## config.mk

```make
export PLATFORM = sky130hd
export DESIGN_NAME = seq_mult_param
export DESIGN_NICKNAME = d
export VERILOG_FILES = /design/src/rtl/mult_pkg.sv /design/src/rtl/mult_shift_add_dp.sv /design/src/rtl/seq_mult_param.sv
export SDC_FILE = /design/constraint.sdc
export NUM_CORES = 1
export LEC_CHECK = 0
export ABC_AREA = 1
export CAP_MARGIN = 20
export CORE_MARGIN = 10
export CORE_UTILIZATION = 45
export DETAILED_ROUTE_END_ITERATION = 10
export PLACE_DENSITY = 0.78
export SETUP_SLACK_MARGIN = 0.5
export SYNTH_ARGS = -nofsm -noshare
export SYNTH_HDL_FRONTEND = slang
export SYNTH_SLANG_ARGS = --single-unit
```

## constraint.sdc

```tcl
create_clock -name clk -period 9.9 [get_ports clk]
set_input_delay 2.97 -clock clk [delete_from_list [all_inputs] [get_ports clk]]
set_output_delay 2.97 -clock clk [all_outputs]
set_load 0.02 [all_outputs]
```

## src/rtl/mult_pkg.sv

```systemverilog
// Shared types and helpers for the sequential shift-add multiplier.
package mult_pkg;

    typedef enum logic [1:0] {IDLE, CALC, DONE} mult_state_t;

    // The counter has to reach WIDTH itself (the finish step), hence WIDTH+1 codes.
    function automatic int cnt_width(input int width);
        return $clog2(width + 1);
    endfunction

endpackage

```

## src/rtl/mult_shift_add_dp.sv

```systemverilog
// Shift-add datapath: operand/accumulator registers, adder, shifter and sign fix-up.
// Signed operation is compiled in only when MULT_SIGNED_EN is defined.
module mult_shift_add_dp #(
    parameter int WIDTH = 16
) (
    input  logic               clk,
    input  logic               rst,
    input  logic               load,
    input  logic               step,
    input  logic               finish,
    input  logic [WIDTH-1:0]   a_in,
    input  logic [WIDTH-1:0]   b_in,
    input  logic               is_signed,
    output logic [2*WIDTH-1:0] product
);

    logic [WIDTH-1:0]   mcand;
    logic [WIDTH-1:0]   mplier;
    logic [2*WIDTH-1:0] acc;
    logic               neg;
    logic               sgn;
    logic [WIDTH-1:0]   a_mag;
    logic [WIDTH-1:0]   b_mag;
    logic [WIDTH:0]     sum;
    logic [2*WIDTH-1:0] fixed;

`ifdef MULT_SIGNED_EN
    assign sgn = is_signed;
`else
    // Pin kept for compatibility; signed mode is not built.
    assign sgn = is_signed & 1'b0;
`endif

    // Magnitude of the most-negative value still fits in WIDTH bits unsigned.
    assign a_mag = (sgn && a_in[WIDTH-1]) ? (~a_in + 1'b1) : a_in;
    assign b_mag = (sgn && b_in[WIDTH-1]) ? (~b_in + 1'b1) : b_in;
    assign sum   = {1'b0, acc[2*WIDTH-1:WIDTH]} + {1'b0, (mplier[0] ? mcand : '0)};
    assign fixed = neg ? (~acc + 1'b1) : acc;

    always_ff @(posedge clk or posedge rst) begin
        if (rst) begin
            mcand   <= '0;
            mplier  <= '0;
            acc     <= '0;
            neg     <= 1'b0;
            product <= '0;
        end else begin
            if (load) begin
                mcand  <= a_mag;
                mplier <= b_mag;
                acc    <= '0;
                neg    <= sgn & (a_in[WIDTH-1] ^ b_in[WIDTH-1]);
            end else if (step) begin
                acc    <= {sum, acc[WIDTH-1:1]};
                mplier <= mplier >> 1;
            end
            if (finish) product <= fixed;
        end
    end

endmodule

```

## src/rtl/seq_mult_param.sv

```systemverilog
// Sequential shift-add multiplier with start/ready input and valid/ready output handshakes.
// Define MULT_SIGNED_EN to enable two's-complement operation via is_signed.
module seq_mult_param
    import mult_pkg::*;
#(
    parameter int WIDTH = 16
) (
    input  logic               clk,
    input  logic               rst,
    input  logic               start,
    input  logic [WIDTH-1:0]   a_in,
    input  logic [WIDTH-1:0]   b_in,
    input  logic               is_signed,
    output logic               in_ready,
    output logic [2*WIDTH-1:0] out,
    output logic               out_valid,
    input  logic               out_ready,
    output logic               done
);

    localparam int CNT_W = cnt_width(WIDTH);
    localparam logic [CNT_W-1:0] LAST = CNT_W'(WIDTH);

    mult_state_t      state;
    logic [CNT_W-1:0] cnt;
    logic             load;
    logic             step;
    logic             finish;

    // WIDTH shift-add steps, then one finish cycle that registers the (sign-fixed) product.
    assign load   = (state == IDLE) && start;
    assign step   = (state == CALC) && (cnt != LAST);
    assign finish = (state == CALC) && (cnt == LAST);

    always_ff @(posedge clk or posedge rst) begin
        if (rst) begin
            state     <= IDLE;
            cnt       <= '0;
            in_ready  <= 1'b1;
            out_valid <= 1'b0;
            done      <= 1'b0;
        end else begin
            done <= 1'b0;
            case (state)
                IDLE: if (start) begin
                    state    <= CALC;
                    cnt      <= '0;
                    in_ready <= 1'b0;
                end
                CALC: begin
                    cnt <= cnt + 1'b1;
                    if (cnt == LAST) begin
                        state     <= DONE;
                        cnt       <= '0;
                        out_valid <= 1'b1;
                        done      <= 1'b1;
                    end
                end
                DONE: if (out_ready) begin
                    state     <= IDLE;
                    out_valid <= 1'b0;
                    in_ready  <= 1'b1;
                end
                default: state <= IDLE;
            endcase
        end
    end

    mult_shift_add_dp #(.WIDTH(WIDTH)) u_dp (
        .clk       (clk),
        .rst       (rst),
        .load      (load),
        .step      (step),
        .finish    (finish),
        .a_in      (a_in),
        .b_in      (b_in),
        .is_signed (is_signed),
        .product   (out)
    );

endmodule

```

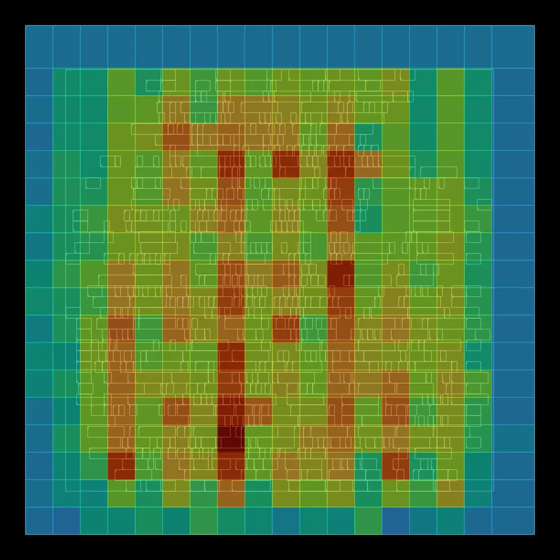
Figure 1: run 1, routing congestion.
final design utilization: 55.22%
met3 track demand over resource: 2.895%
post-detailed-route wirelength per cell: 12.99 um
Most Crowded Layer GR: met2
routing usage on met1: 19.34%

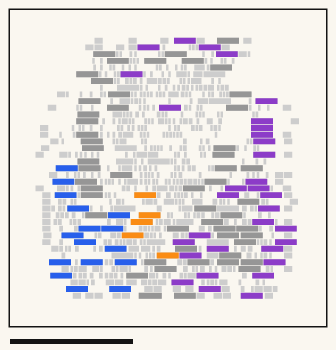
Figure 2: run 1, where the registers sit.
Scale bar: 50 um. Other sequential cells in the stronger grey, the rest of the logic in the fainter grey.
cnt: drawn in orange, sequential cells 5. u_dp.product: drawn in purple, sequential cells 32. u_dp.mplier: drawn in blue, sequential cells 16.
Another 53 sequential cells are not coloured.
Reg area: 0.002654 mm^2
sequential share of cell area: 42.09%
power in sequential cells: 717 uW

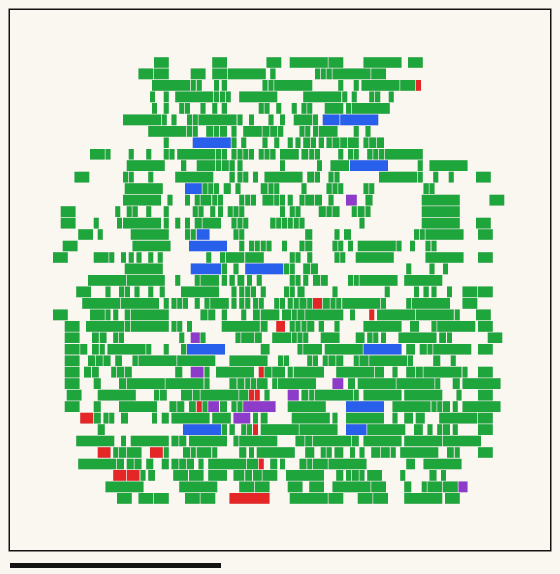
Figure 3: run 1, cells by drive strength.
Scale bar: 50 um.
_3 and _4 cells: drawn in purple, cells 9. _6 and larger: drawn in blue, cells 14. _0 and _1 cells: drawn in green, cells 687. _2 cells: drawn in red, cells 16.
number of buffers other than clock buffers in the final layout: 72
min setup slack post-route: 4.427 ns
final cell area excluding filler cells: 0.006305 mm^2
area added between synthesis and finish: 20.03%

==> flow_results.xml, run 1 <==
<?xml version="1.0" encoding="UTF-8"?>
<metrics>
  <group name="run_status">
    <metric name="run_status" unit="">complete, no violations</metric>
  </group>
  <group name="critical_path">
    <metric name="worstSetupEndpoint" unit="">u_dp.mplier[14]$_DFFE_PP0P_</metric>
    <metric name="worst_setup_path_startpoint" unit="">start</metric>
    <metric name="critical_path_required" unit="ns">10.11</metric>
    <metric name="worst_setup_path_end_kind" unit="">register</metric>
  </group>
  <group name="power">
    <metric name="total_switching_power" unit="uW">823.4</metric>
    <metric name="clock_power_share" unit="%">18.0</metric>
  </group>
  <group name="layout">
    <metric name="layout.filler_cells" unit="">1088</metric>
    <metric name="n_sequential_cell" unit="">106</metric>
  </group>
  <group name="floorplanning">
    <metric name="die_y" unit="um">128.0</metric>
  </group>
  <group name="hold_path">
    <metric name="worst_hold_path_type" unit="">register to register</metric>
  </group>
  <group name="sta">
    <metric name="rsz0062_at_grt" unit="">no</metric>
    <metric name="max_clock_freq" unit="GHz">0.1827</metric>
  </group>
  <group name="logic_synthesis">
    <metric name="numSynthFlops" unit="">106</metric>
    <metric name="synth-edff-count" unit="">0</metric>
    <metric name="synth.avg_cell_area" unit="um^2">7.946</metric>
    <metric name="post_synth_and_or_nand_nor_area_fraction" unit="%">24.96</metric>
  </group>
  <group name="clock_network">
    <metric name="clock-root-buffer" unit="">sky130_fd_sc_hd__clkbuf_16</metric>
    <metric name="cts-resized-gates" unit="">0</metric>
  </group>
  <group name="grt">
    <metric name="grt_pass1_vias" unit="">4071</metric>
  </group>
  <group name="route">
    <metric name="finalWirelength" unit="mm">11.29</metric>
  </group>
</metrics>
[run 1: cells in the mapped netlist (4+ instances only)]
cell                       number  share of area (%)
sky130_fd_sc_hd__nor3_1        19                1.8
sky130_fd_sc_hd__buf_2         12                1.1
sky130_fd_sc_hd__o22ai_1       15                1.8
sky130_fd_sc_hd__o21ai_0       29                2.8
sky130_fd_sc_hd__a21oi_1       25                2.4
sky130_fd_sc_hd__inv_2          8               0.57
sky130_fd_sc_hd__inv_1         97                6.9
sky130_fd_sc_hd__nor2_1        18                1.3
sky130_fd_sc_hd__buf_6          4               0.86
sky130_fd_sc_hd__nand2_1      247                 18
sky130_fd_sc_hd__o21ai_2        5               0.83
sky130_fd_sc_hd__o21ai_1        8               0.76
sky130_fd_sc_hd__nand3_1       22                2.1
sky130_fd_sc_hd__ha_1          18                4.3
sky130_fd_sc_hd__dfrtp_1      105                 50
sky130_fd_sc_hd__clkbuf_1       5               0.36
[run 1: layer usage]
metal  global-route usage (%)  routed length, um
met5                        0                  0
met3                    2.895                541
met1                    19.34               5456
met2                    21.89               5060
met4                    6.159                233
[run 1: through the flow]
stage	area, um^2	hold WS (ns)	worst slack (ns)	std cells	utilization, %
6_report	6305	0.4799	4.427	869	55.22
3_5_place_dp	6011	0.4646	4.039	853	52.64
3_3_place_gp	6011	0.4621	4.103	853	52.64
4_1_cts	6305	0.4826	4.414	869	55.22
5_1_grt	6305	0.5046	4.044	869	55.22
2_1_floorplan	5253	0.4492	4.143	661	-
[run 1: worst max-delay path: stages]
cell and delay [ns]:
sky130_fd_sc_hd__clkdlybuf4s50_1 0.45, sky130_fd_sc_hd__nand3_1 0.53, sky130_fd_sc_hd__inv_2 0.83, sky130_fd_sc_hd__nor2_8 0.17
sky130_fd_sc_hd__inv_2 0.51, sky130_fd_sc_hd__o21ai_0 0.17
--- run 2 (diff from run 1) ---
--- a/config.mk
+++ b/config.mk
@@ -10,7 +10,7 @@
 export CORE_MARGIN = 10
 export CORE_UTILIZATION = 45
 export DETAILED_ROUTE_END_ITERATION = 10
-export PLACE_DENSITY = 0.78
+export PLACE_DENSITY = 0.8
 export SETUP_SLACK_MARGIN = 0.5
 export SYNTH_ARGS = -nofsm -noshare
 export SYNTH_HDL_FRONTEND = slang
==> constraint.sdc (replaced) <==
create_clock -name clk -period 5.01 [get_ports clk]
set_input_delay 1.503 -clock clk [delete_from_list [all_inputs] [get_ports clk]]
set_output_delay 1.503 -clock clk [all_outputs]
set_load 0.02 [all_outputs]
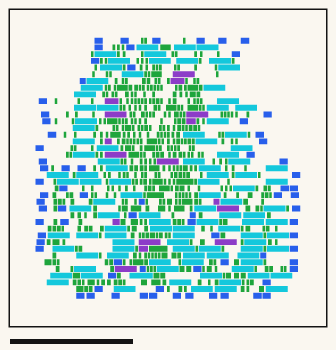
Figure 4: run 2, placement by cell class.
Scale bar: 50 um.
combinational and other logic: drawn in green, cells 532, share of their area 40%. clock drivers and dummy loads: drawn in purple, cells 16, share of their area 5.0%. remaining buffers and delay cells: drawn in blue, cells 75, share of their area 12%. sequential cells: drawn in cyan, cells 106, share of their area 43%.

==> run 2 against run 1 <==
Area after synthesis unchanged. Die area unchanged. Power increased by 99%. Synthesized cell count unchanged. Cell area increased by 0.54%. Sequential power increased by 97%. Largest cell class unchanged. Largest power group unchanged.
==> flow_results.xml, run 2 <==
<?xml version="1.0" encoding="UTF-8"?>
<metrics>
  <group name="critical_path">
    <metric name="crit_family" unit="">buffers and inverters</metric>
    <metric name="worst_setup_path_end_kind" unit="">output pin</metric>
    <metric name="slowest_delay" unit="ns">0.60</metric>
    <metric name="critical_path_required" unit="ns">3.51</metric>
    <metric name="timing.critical_path.cells" unit="">clkdlybuf4s50_1</metric>
    <metric name="path_buffers" unit="">1</metric>
    <metric name="slowest_stage" unit="">sky130_fd_sc_hd__clkdlybuf4s50_1</metric>
  </group>
  <group name="logic_synthesis">
    <metric name="netlist_top_cells_count" unit="">sky130_fd_sc_hd__nand2_1 (247), sky130_fd_sc_hd__dfrtp_1 (105), sky130_fd_sc_hd__inv_1 (97)</metric>
    <metric name="cell_types_with_the_largest_area_share_after_synthesis" unit="">sky130_fd_sc_hd__dfrtp_1 (50%), sky130_fd_sc_hd__nand2_1 (18%), sky130_fd_sc_hd__inv_1 (6.9%), sky130_fd_sc_hd__ha_1 (4.3%), sky130_fd_sc_hd__o21ai_0 (2.8%)</metric>
    <metric name="synthDominantAreaCellType" unit="">sky130_fd_sc_hd__dfrtp_1</metric>
    <metric name="synthMostInstantiatedCell" unit="">sky130_fd_sc_hd__nand2_1</metric>
    <metric name="synth-edff-count" unit="">0</metric>
    <metric name="synthDominantCellAreaShare" unit="%">50.02</metric>
    <metric name="numSynthFlops" unit="">106</metric>
    <metric name="synth.avg_cell_area" unit="um^2">7.946</metric>
    <metric name="synth_top_flop_cell" unit="">sky130_fd_sc_hd__dfrtp_1</metric>
  </group>
  <group name="grt">
    <metric name="global_route.usage.met2" unit="%">23.09</metric>
    <metric name="grt_pass1_vias" unit="">4277</metric>
    <metric name="grt_util_met3" unit="%">3.763</metric>
    <metric name="routing_usage_on_met1" unit="%">19.18</metric>
    <metric name="pin_count_of_the_biggest_net_entering_global_routing" unit="">52</metric>
  </group>
  <group name="run_status">
    <metric name="run_status" unit="">complete, no violations</metric>
  </group>
  <group name="floorplanning">
    <metric name="die_y" unit="um">128.0</metric>
  </group>
  <group name="route">
    <metric name="post_drt_wl_per_cell" unit="um">13.23</metric>
    <metric name="antenna_violating_nets_post_route" unit="">0</metric>
    <metric name="met2_length" unit="mm">5.161</metric>
    <metric name="finalWirelength" unit="mm">11.54</metric>
    <metric name="topRoutingLayerUsed" unit="">met4</metric>
    <metric name="wl_met3" unit="um">616</metric>
  </group>
  <group name="hold_path">
    <metric name="worst_hold_path_type" unit="">register to register</metric>
  </group>
  <group name="sta">
    <metric name="rsz0062_at_grt" unit="">no</metric>
    <metric name="max_clock_freq" unit="GHz">0.3352</metric>
  </group>
  <group name="clock_network">
    <metric name="clock-root-buffer" unit="">sky130_fd_sc_hd__clkbuf_16</metric>
    <metric name="cts-resized-gates" unit="">0</metric>
  </group>
  <group name="layout">
    <metric name="layout.filler_cells" unit="">1061</metric>
    <metric name="synthToLayoutAreaGrowth" unit="%">20.68</metric>
  </group>
</metrics>
## run 2: power by group
part,internal (mW),switching (mW)
clock,0.356,0.351
sequential,1.21,0.201
combinational,0.669,1.11
total,2.24,1.66
## run 2: kinds of logic after synthesis
group | share of synthesized area [%]
simple gates | 24.96
buf+inv | 10.27
flops | 50.52
compound gates | 9.409
fa+ha+maj | 4.669
xor+xnor | 0.1668
## run 2: final cells by class
class | instances | area, um^2 | share of cell area (%)
Clock buffer | 9 | 225.2 | 3.553
Clock inverter | 7 | 80.08 | 1.263
Sequential cell | 106 | 2654 | 41.87
Timing Repair Buffer | 75 | 738.2 | 11.65
Multi-Input combinational cell | 426 | 2059 | 32.49
Inverter | 106 | 402.9 | 6.356
Tap cell | 143 | 178.9 | 2.823
## run 2: path summary, 6_finish.rpt
kind	endpoint	slack, ns	cells past startpoint	startpoint
worst max register to register	u_dp.acc[31]$_DFFE_PP0P_	2.65	14	u_dp.mplier[0]$_DFFE_PP0P_
worst max-delay path	in_ready	2.03	1	in_ready$_DFFE_PP1P_
max in group asynchronous	cnt[3]$_DFFE_PP0P_	2.58	3	rst
min in group asynchronous	u_dp.product[7]$_DFFE_PP0P_	1.59	2	rst
worst min register to register	u_dp.product[26]$_DFFE_PP0P_	0.48	2	u_dp.product[26]$_DFFE_PP0P_
worst min-delay path	u_dp.product[26]$_DFFE_PP0P_	0.48	2	u_dp.product[26]$_DFFE_PP0P_
## run 2: per-stage QoR
step	util, %	power [mW]	setup slack, ns	std cells	area (um^2)
2_1_floorplan	-	2.688	0.7198	661	5253
3_3_place_gp	52.84	3.128	1.883	856	6033
3_5_place_dp	52.84	3.193	1.861	856	6033
4_1_cts	55.51	3.917	2.012	872	6339
5_1_grt	55.51	4.232	1.992	872	6339
6_report	55.51	3.898	2.027	872	6339
--- run 3 (diff from run 2) ---
--- a/config.mk
+++ b/config.mk
@@ -10,7 +10,7 @@
 export CORE_MARGIN = 10
 export CORE_UTILIZATION = 45
 export DETAILED_ROUTE_END_ITERATION = 10
-export PLACE_DENSITY = 0.8
+export PLACE_DENSITY = 0.78
 export SETUP_SLACK_MARGIN = 0.5
 export SYNTH_ARGS = -nofsm -noshare
 export SYNTH_HDL_FRONTEND = slang
==> constraint.sdc (replaced) <==
create_clock -name clk -period 3.05 [get_ports clk]
set_input_delay 0.915 -clock clk [delete_from_list [all_inputs] [get_ports clk]]
set_output_delay 0.915 -clock clk [all_outputs]
set_load 0.02 [all_outputs]
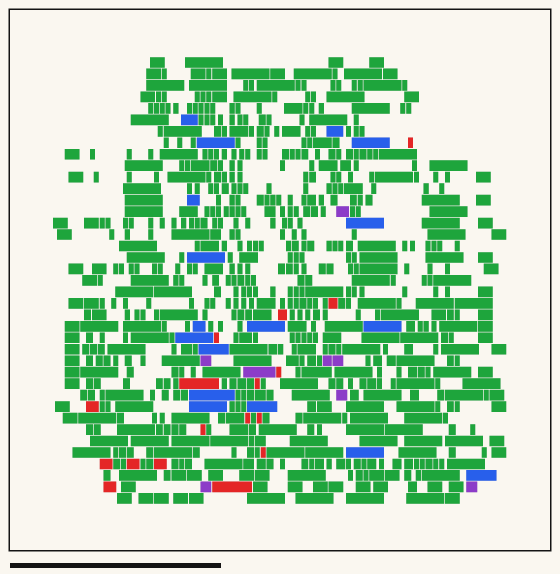
Figure 5: run 3, cells by drive strength.
Scale bar: 50 um.
_0 and _1 cells: drawn in green, cells 687. _3 and _4 cells: drawn in purple, cells 8. _6 and larger: drawn in blue, cells 17. _2 cells: drawn in red, cells 17.

==> run 3 against run 2 <==
Cell area rose by 0.41%. Critical path depth is the same. Largest cell class unchanged. Highest routed layer unchanged. Die area unchanged.
==> flow_results.xml, run 3 <==
<?xml version="1.0" encoding="UTF-8"?>
<metrics>
  <group name="run_status">
    <metric name="run_status" unit="">complete, no violations</metric>
  </group>
  <group name="place">
    <metric name="dp_worst_setup_slack" unit="ns">0.5003</metric>
    <metric name="place.detailed.instances" unit="">856</metric>
  </group>
  <group name="layout">
    <metric name="flop_area" unit="mm^2">0.002655</metric>
    <metric name="largest_cell_class" unit="">flip-flops and latches</metric>
    <metric name="stdcell_count" unit="">872</metric>
    <metric name="clock_area_share" unit="%">4.836</metric>
  </group>
  <group name="floorplanning">
    <metric name="num_tap_cells" unit="">143</metric>
    <metric name="die_y" unit="um">128.0</metric>
  </group>
  <group name="logic_synthesis">
    <metric name="post_synth_and_or_nand_nor_area_fraction" unit="%">24.96</metric>
    <metric name="netlist_logic_family_top" unit="">simple AND/OR/NAND/NOR gates</metric>
    <metric name="numSynthFlops" unit="">106</metric>
    <metric name="synth-edff-count" unit="">0</metric>
  </group>
  <group name="sta">
    <metric name="rsz0062_at_grt" unit="">no</metric>
    <metric name="max_clock_freq" unit="GHz">0.4179</metric>
  </group>
  <group name="critical_path">
    <metric name="crit-reg2reg-capture" unit="">u_dp.acc[27]$_DFFE_PP0P_</metric>
  </group>
  <group name="grt">
    <metric name="grt_util_met3" unit="%">2.854</metric>
    <metric name="global_route.usage.met2" unit="%">22.79</metric>
  </group>
  <group name="hold_path">
    <metric name="worst_hold_path_type" unit="">register to register</metric>
  </group>
  <group name="route">
    <metric name="post_drt_wl_per_cell" unit="um">13.04</metric>
  </group>
  <group name="power">
    <metric name="finalPower" unit="mW">6.448</metric>
  </group>
</metrics>
## run 3: kinds of logic (layout without fill, tap and decap cells)
family | count (synthesis) | in the layout
and+or+nand+nor | 318 | 318
buffers and inverters | 129 | 197
DFF | 106 | 106
AOI/OAI and AO/OA | 88 | 88
adders and majority gates | 19 | 19
xor gates and xnor gates | 1 | 1
## run 3: repair_timing
| item | CTS | global route |
|---|---|---|
| endpoints found under the setup margin | 0 | 3 |
| endpoints found under the hold margin | 0 | 0 |
| gates resized | 0 | 2 |
## run 3: metal layers
metal  wire length (um)  share of wire [%]  vias up
met2               5238                 46       84
met5                  0                  0        -
met4                179                1.6        0
met3                614                5.4       12
li1                   -                  -     2194
met1               5339                 47     1947
## run 3: worst min path at each step
| stage | from | end | slack [ns] | cells past startpoint |
|---|---|---|---|---|
| floorplan | u_dp.mcand[0]$_DFFE_PP0P_ | u_dp.mcand[0]$_DFFE_PP0P_ | 0.45 | 2 |
| global placement | u_dp.product[28]$_DFFE_PP0P_ | u_dp.product[28]$_DFFE_PP0P_ | 0.46 | 2 |
| detailed placement | u_dp.mcand[11]$_DFFE_PP0P_ | u_dp.mcand[11]$_DFFE_PP0P_ | 0.47 | 2 |
| CTS | u_dp.mcand[11]$_DFFE_PP0P_ | u_dp.mcand[11]$_DFFE_PP0P_ | 0.49 | 2 |
| global route | state[0]$_DFFE_PP0P_ | state[1]$_DFFE_PP0P_ | 0.50 | 1 |
| finish | u_dp.product[29]$_DFFE_PP0P_ | u_dp.product[29]$_DFFE_PP0P_ | 0.48 | 2 |
## run 3: power by group
part	internal, mW	switching (mW)	total (mW)
sequential	1.99	0.334	2.33
clock	0.656	0.548	1.20
combinational	1.11	1.81	2.92
Power figures rest on the tool's default switching activity, not on a simulated workload.
